run_1/ff_map.png
Scale bar: 50 microns. Other sequential cells in the stronger grey, the rest of the logic in the fainter grey.
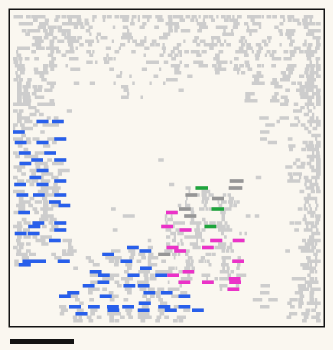
run_1/sizing.png
Scale bar: 50 microns.
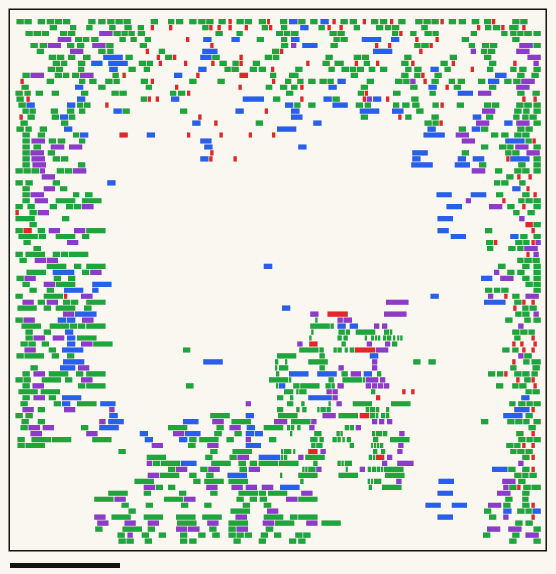
run_1/gates.png
Scale bar: 50 microns.
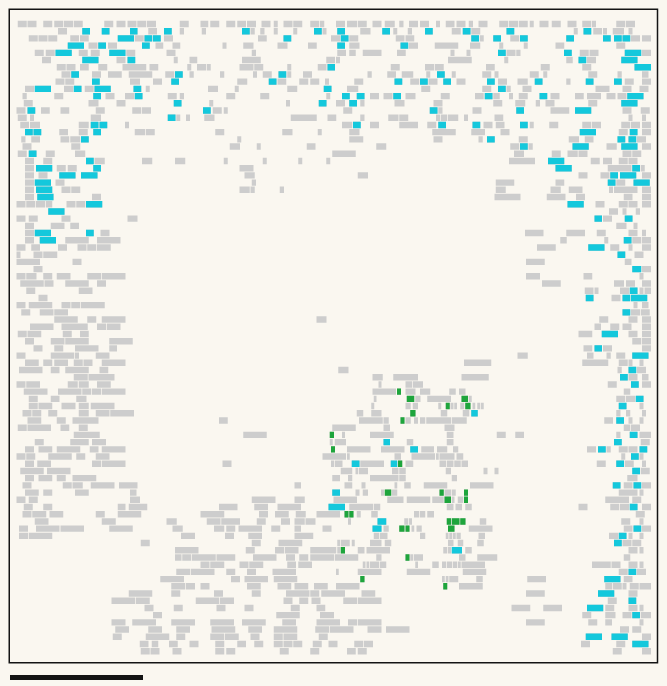
$ cat src/rtl/sys_array_scheduler.sv
// Round-robin job scheduler sharing one sys_array_fetcher between NUM_REQ requesters.
// Muxes the granted requester's matrices onto the fetcher, sequences load/start,
// waits for the result (with a timeout abort) and returns it with a done pulse.
module sys_array_scheduler #(
  parameter int unsigned NUM_REQ      = 2,
  parameter int unsigned DATA_WIDTH   = 8,
  parameter int unsigned ARRAY_W_W    = 2,
  parameter int unsigned ARRAY_W_L    = 5,
  parameter int unsigned ARRAY_A_W    = 5,
  parameter int unsigned ARRAY_A_L    = 2,
  parameter int unsigned COMP_LATENCY = ARRAY_A_L + ARRAY_A_W + ARRAY_W_W + 4,
  parameter int unsigned TIMEOUT      = 255,
  localparam int unsigned BW   = ARRAY_A_W * ARRAY_A_L * DATA_WIDTH,
  localparam int unsigned WW   = ARRAY_W_W * ARRAY_W_L * DATA_WIDTH,
  localparam int unsigned RW   = ARRAY_W_W * ARRAY_A_L * 2 * DATA_WIDTH,
  localparam int unsigned IdxW = $clog2(NUM_REQ)
) (
  input  logic                  clk,
  input  logic                  reset_n,
  input  logic [NUM_REQ-1:0]    req,
  input  logic [NUM_REQ-1:0]    req_keep_w,
  input  logic [NUM_REQ*BW-1:0] req_data_b,
  input  logic [NUM_REQ*WW-1:0] req_data_w,
  output logic [NUM_REQ-1:0]    grant,
  output logic [NUM_REQ-1:0]    done,
  output logic [RW-1:0]         result,
  output logic                  error,
  output logic                  busy,
  output logic                  fa_load_params,
  output logic                  fa_start_comp,
  output logic [BW-1:0]         fa_data_b,
  output logic [WW-1:0]         fa_data_w,
  input  logic                  fa_ready,
  input  logic [RW-1:0]         fa_out_data
);

  localparam logic [15:0] LatLast = 16'(COMP_LATENCY - 1);
  localparam logic [15:0] ToLast  = 16'(TIMEOUT - 1);

  typedef enum logic [2:0] {StIdle, StLoad, StStart, StWait, StDone} state_e;

  state_e              state_q, state_d;
  logic [NUM_REQ-1:0]  grant_q, grant_d;
  logic [IdxW-1:0]     win_q, win_d;
  logic [IdxW-1:0]     rr_ptr_q, rr_ptr_d;
  logic [IdxW-1:0]     owner_q, owner_d;
  logic                w_valid_q, w_valid_d;
  logic [15:0]         wcnt_q, wcnt_d;
  logic [RW-1:0]       result_q, result_d;
  logic                error_q, error_d;

  logic [IdxW-1:0]     pick;
  logic                found;
  logic [IdxW:0]       sum;
  logic [IdxW-1:0]     cand;

  // Round-robin pick: first requester at or after rr_ptr, wrapping.
  always_comb begin
    pick  = '0;
    found = 1'b0;
    sum   = '0;
    cand  = '0;
    for (int k = 0; k < int'(NUM_REQ); k++) begin
      sum = {1'b0, rr_ptr_q} + (IdxW+1)'(k);
      if (sum >= (IdxW+1)'(NUM_REQ)) sum = sum - (IdxW+1)'(NUM_REQ);
      cand = sum[IdxW-1:0];
      if (!found && req[cand]) begin
        pick  = cand;
        found = 1'b1;
      end
    end
  end

  // Next-state logic for the job sequencer and all its registered outputs.
  always_comb begin
    state_d   = state_q;
    grant_d   = grant_q;
    win_d     = win_q;
    rr_ptr_d  = rr_ptr_q;
    owner_d   = owner_q;
    w_valid_d = w_valid_q;
    wcnt_d    = wcnt_q;
    result_d  = result_q;
    error_d   = error_q;
    unique case (state_q)
      StIdle: begin
        if (found) begin
          grant_d       = '0;
          grant_d[pick] = 1'b1;
          win_d         = pick;
          // Fetcher still holds this requester's weights: skip the reload.
          if (pick == owner_q && req_keep_w[pick] && w_valid_q) state_d = StStart;
          else                                                  state_d = StLoad;
        end
      end
      StLoad: begin
        owner_d   = win_q;
        w_valid_d = 1'b1;
        state_d   = StStart;
      end
      StStart: begin
        wcnt_d  = '0;
        state_d = StWait;
      end
      StWait: begin
        wcnt_d = wcnt_q + 16'd1;
        if (fa_ready && wcnt_q >= LatLast) begin
          result_d = fa_out_data;
          grant_d  = '0;
          state_d  = StDone;
        end else if (wcnt_q >= ToLast) begin
          // Fetcher state is unknown after an abort, so force a reload next time.
          error_d   = 1'b1;
          w_valid_d = 1'b0;
          grant_d   = '0;
          state_d   = StDone;
        end
      end
      StDone: begin
        rr_ptr_d = (win_q == IdxW'(NUM_REQ - 1)) ? '0 : win_q + IdxW'(1);
        state_d  = StIdle;
      end
      default: state_d = StIdle;
    endcase
  end

  // State and datapath registers.
  always_ff @(posedge clk or negedge reset_n) begin
    if (!reset_n) begin
      state_q   <= StIdle;
      grant_q   <= '0;
      win_q     <= '0;
      rr_ptr_q  <= '0;
      owner_q   <= '0;
      w_valid_q <= 1'b0;
      wcnt_q    <= '0;
      result_q  <= '0;
      error_q   <= 1'b0;
    end else begin
      state_q   <= state_d;
      grant_q   <= grant_d;
      win_q     <= win_d;
      rr_ptr_q  <= rr_ptr_d;
      owner_q   <= owner_d;
      w_valid_q <= w_valid_d;
      wcnt_q    <= wcnt_d;
      result_q  <= result_d;
      error_q   <= error_d;
    end
  end

  // Matrix mux driven by the registered one-hot grant; zero when nothing is granted.
  always_comb begin
    fa_data_b = '0;
    fa_data_w = '0;
    for (int i = 0; i < int'(NUM_REQ); i++) begin
      fa_data_b = fa_data_b | ({BW{grant_q[i]}} & req_data_b[i*BW +: BW]);
      fa_data_w = fa_data_w | ({WW{grant_q[i]}} & req_data_w[i*WW +: WW]);
    end
  end

  // Completion pulse goes to the job's winner even though grant has already dropped.
  always_comb begin
    done = '0;
    if (state_q == StDone) done[win_q] = 1'b1;
  end

  assign grant          = grant_q;
  assign result         = result_q;
  assign error          = error_q;
  assign busy           = (state_q != StIdle);
  assign fa_load_params = (state_q == StLoad);
  assign fa_start_comp  = (state_q == StStart);

endmodule

$ cat config.mk
export PLATFORM = sky130hd
export DESIGN_NAME = sys_array_scheduler
export DESIGN_NICKNAME = d
export VERILOG_FILES = /design/src/rtl/sys_array_scheduler.sv
export SDC_FILE = /design/constraint.sdc
export NUM_CORES = 1
export LEC_CHECK = 0
export CORE_AREA = 2 2 242 244
export CTS_CLUSTER_DIAMETER = 50
export DETAILED_ROUTE_END_ITERATION = 10
export DIE_AREA = 0 0 244 246
export GPL_ROUTABILITY_DRIVEN = 0
export PLACE_DENSITY = 0.38
export SETUP_SLACK_MARGIN = 0.1
export SLEW_MARGIN = 20
export SYNTH_ARGS = -nofsm -noshare
export SYNTH_HDL_FRONTEND = slang
export SYNTH_SLANG_ARGS = --single-unit
$ cat constraint.sdc
create_clock -name clk -period 1.99 [get_ports clk]
set_input_delay 0.4975 -clock clk [delete_from_list [all_inputs] [get_ports clk]]
set_output_delay 0.4975 -clock clk [all_outputs]
set_load 0.005 [all_outputs]
==> README.md <==
| Group | Parameter | This run |
|---|---|---|
| outcome | Status | finished with violations |
| outcome | Failing checks | setup timing |
| die | Die Y | 246 microns |
| critical path | Beginning of the worst register-to-register path | wcnt_q[6] |
| synth | Area fraction in and, or, nand and nor cells after synthesis | 7.407% |
| layout | Final net count | 1,613 |
| power and ir drop | Sequential share of power | 18.6% |
| power and ir drop | Main power-consuming group | combinational logic |
| layout | Multi-input combinational gate total | 349 |
| critical path | Worst-path cell with the longest stage delay | dfrtp_4 |
| clock tree | Clock transition at path regs | 0.07 ns |
| job | OpenROAD warning count | 30 |
| sta | Final Setup Violations | 188 |
| sta | Final worst clock skew | 0.01181 ns |
| synth | Portion of synthesized cell area occupied by the leading cell type | 39.45% |
| synth | Avg Synthesized Cell Area | 11.35 sq um |
| critical path | Largest incremental delay on the critical path | 0.59 ns |
| grt | Initial antenna violation count | 12 |
| clock tree | Library cell used as clock root buffer | clkbuf_16 |
| die | Total Die Area | 60,020 sq um |
| detailed routing | Metal3 WL | 4135 microns |
| clock tree | Clock buffer depth | 2 |
| grt | Global-route usage over all layers | 13.54% |
| layout | Area of all sequential standard cells | 2262 sq um |
| layout | Clkbuf count | 10 |
| grt | Via count of the first global-routing pass | 7,385 |
| detailed routing | Post-detailed-route DRC marker count | 0 |
| grt | Met3 demand-to-capacity share in global routing | 4.259% |
| layout | Clk tree area frac | 2.051% |
| power and ir drop | Largest vdd supply drop | 583.6 uV |
| die | Starting density of the core | 9.952% |
| detailed routing | Initial DRT Pass Iterations | 7 |
| detailed routing | Average wire per standard cell | 22.97 microns |
| layout | Inverter tally of the final layout excluding the clock network | 6 |
| synth | Dominant cell by count in the synthesized netlist | a22o_1 |
| layout | Buffers, non-clock | 764 |
| sta | Max-slew violation count | 0 |
| synth | Post-synthesis xor/xnor area fraction | 0.1534% |
| critical path | Critical path type | reg2out |
| layout | Share of cell area taken by flip-flops and latches | 15.39% |
| clock tree | Clock latency reported for the late side of the worst-skew pair | 0.36 ns |
| sta | Worst path setup slack after routing | -0.3117 ns |
| critical path | Category of the worst setup path launch point | flop |
| clock tree | Number of sinks on the clock net | 90 |
| detailed routing | Post-DRT Antenna Nets | 0 |
| worst hold path | Path category of the worst min-delay check | in2async |
| sta | Final number of hold-violating endpoints | 0 |
| synth | Area fraction in mux cells | 16.92% |
| critical path | Critical Path Source | grant[0] |
| sta | Slew @ Worst Pin | 0.4614 ns |
| layout | Area of combinational cells with multiple inputs | 3561 sq um |
| detailed routing | Highest routed layer | met5 |
| sta | Accumulated negative setup slack | -30.62 ns |
| critical path | Kind of cell adding the most delay to the critical path | buffers and inverters |
| synth | Dominant cells by area after synthesis | dfrtp_1 39%, a22o_1 25%, mux2_4 13% |
| layout | Top class by area | non-clock buffers |
| synth | Most instantiated flip-flop cell in the synthesis netlist | dfrtp_1 |
| layout | Flip-flop count of the largest register after layout | 64 |
| clock tree | CTS hold repair buffers | 0 |
| layout | NonClk Buf Share | 51.63% |
| synth | Main combinational cell family by area after synthesis | AND-OR/OR-AND gates |
| synth | Total cell area reported by yosys after synthesis | 5709 sq um |
| power and ir drop | Clk pwr | 1810 uW |
| detailed routing | Sum of routed wire segments on met1 | 19,850 microns |
| grt | Busiest metal layer after global routing | met2 |
| sta | Unrepaired setup endpoints after global routing | yes |
| critical path | Category of the worst setup path capture point | output port |
| sta | Final Cycle Share | 115.7% |
| synth | Flip-flop and latch count after synthesis | 90 |
| placement | Input/output buffers | 622 |
| grt | Met2 track utilization from global routing | 21.75% |
| power and ir drop | Power share of the clock group | 10.5% |
-- ff_map.png (at the start) --
colour	netlist name	flops
green	`state_q`	3
magenta	`wcnt_q`	16
blue	`result`	64
not coloured	7

-- sizing.png (at the start) --
colour	size	cells
purple	x3 and x4	173
red	x2	132
green	x1 and smaller	788
blue	x6 and larger	132
worst path setup slack after routing: -0.3117 ns
Layout Area Growth over Synthesis: 157.5%
Post-Layout Inst Area: 14,700 sq um

-- gates.png (at the start) --
colour	family	cells	most used
cyan	non-inverting ao/oa cells	170	a22o_1
green	aoi and oai cells	27	o21ai_0
final standard cell count with taps included and fillers excluded: 1,993
most frequently placed logic cell in the final layout: clkdlybuf4s50_1
logic share of the area: 24.22%

==> run 1: worst paths after layout <==
path                       slack [ns]            end  depth (start not counted)
setup / recovery                -0.31  fa_data_w[71]                          5
hold / removal                   0.08      result[7]                          1
setup reg to reg                -0.03     result[28]                          8
hold reg to reg                  0.50       rr_ptr_q                          2
max in group asynchronous        1.23     wcnt_q[15]                          2
min in group clk                 0.50       rr_ptr_q                          2
==> run 1: metrics by stage <==
step	setup WS, ns	cell area, sq um	std cells
global route	-0.3817	14690	1990
detailed placement	-0.4241	13250	1901
CTS	-0.5617	14080	1943
floorplan	0.1595	5709	503
finish	-0.3117	14700	1993
global placement	-0.4407	13250	1901
Power figures rest on the tool's default switching activity, not on a simulated workload.
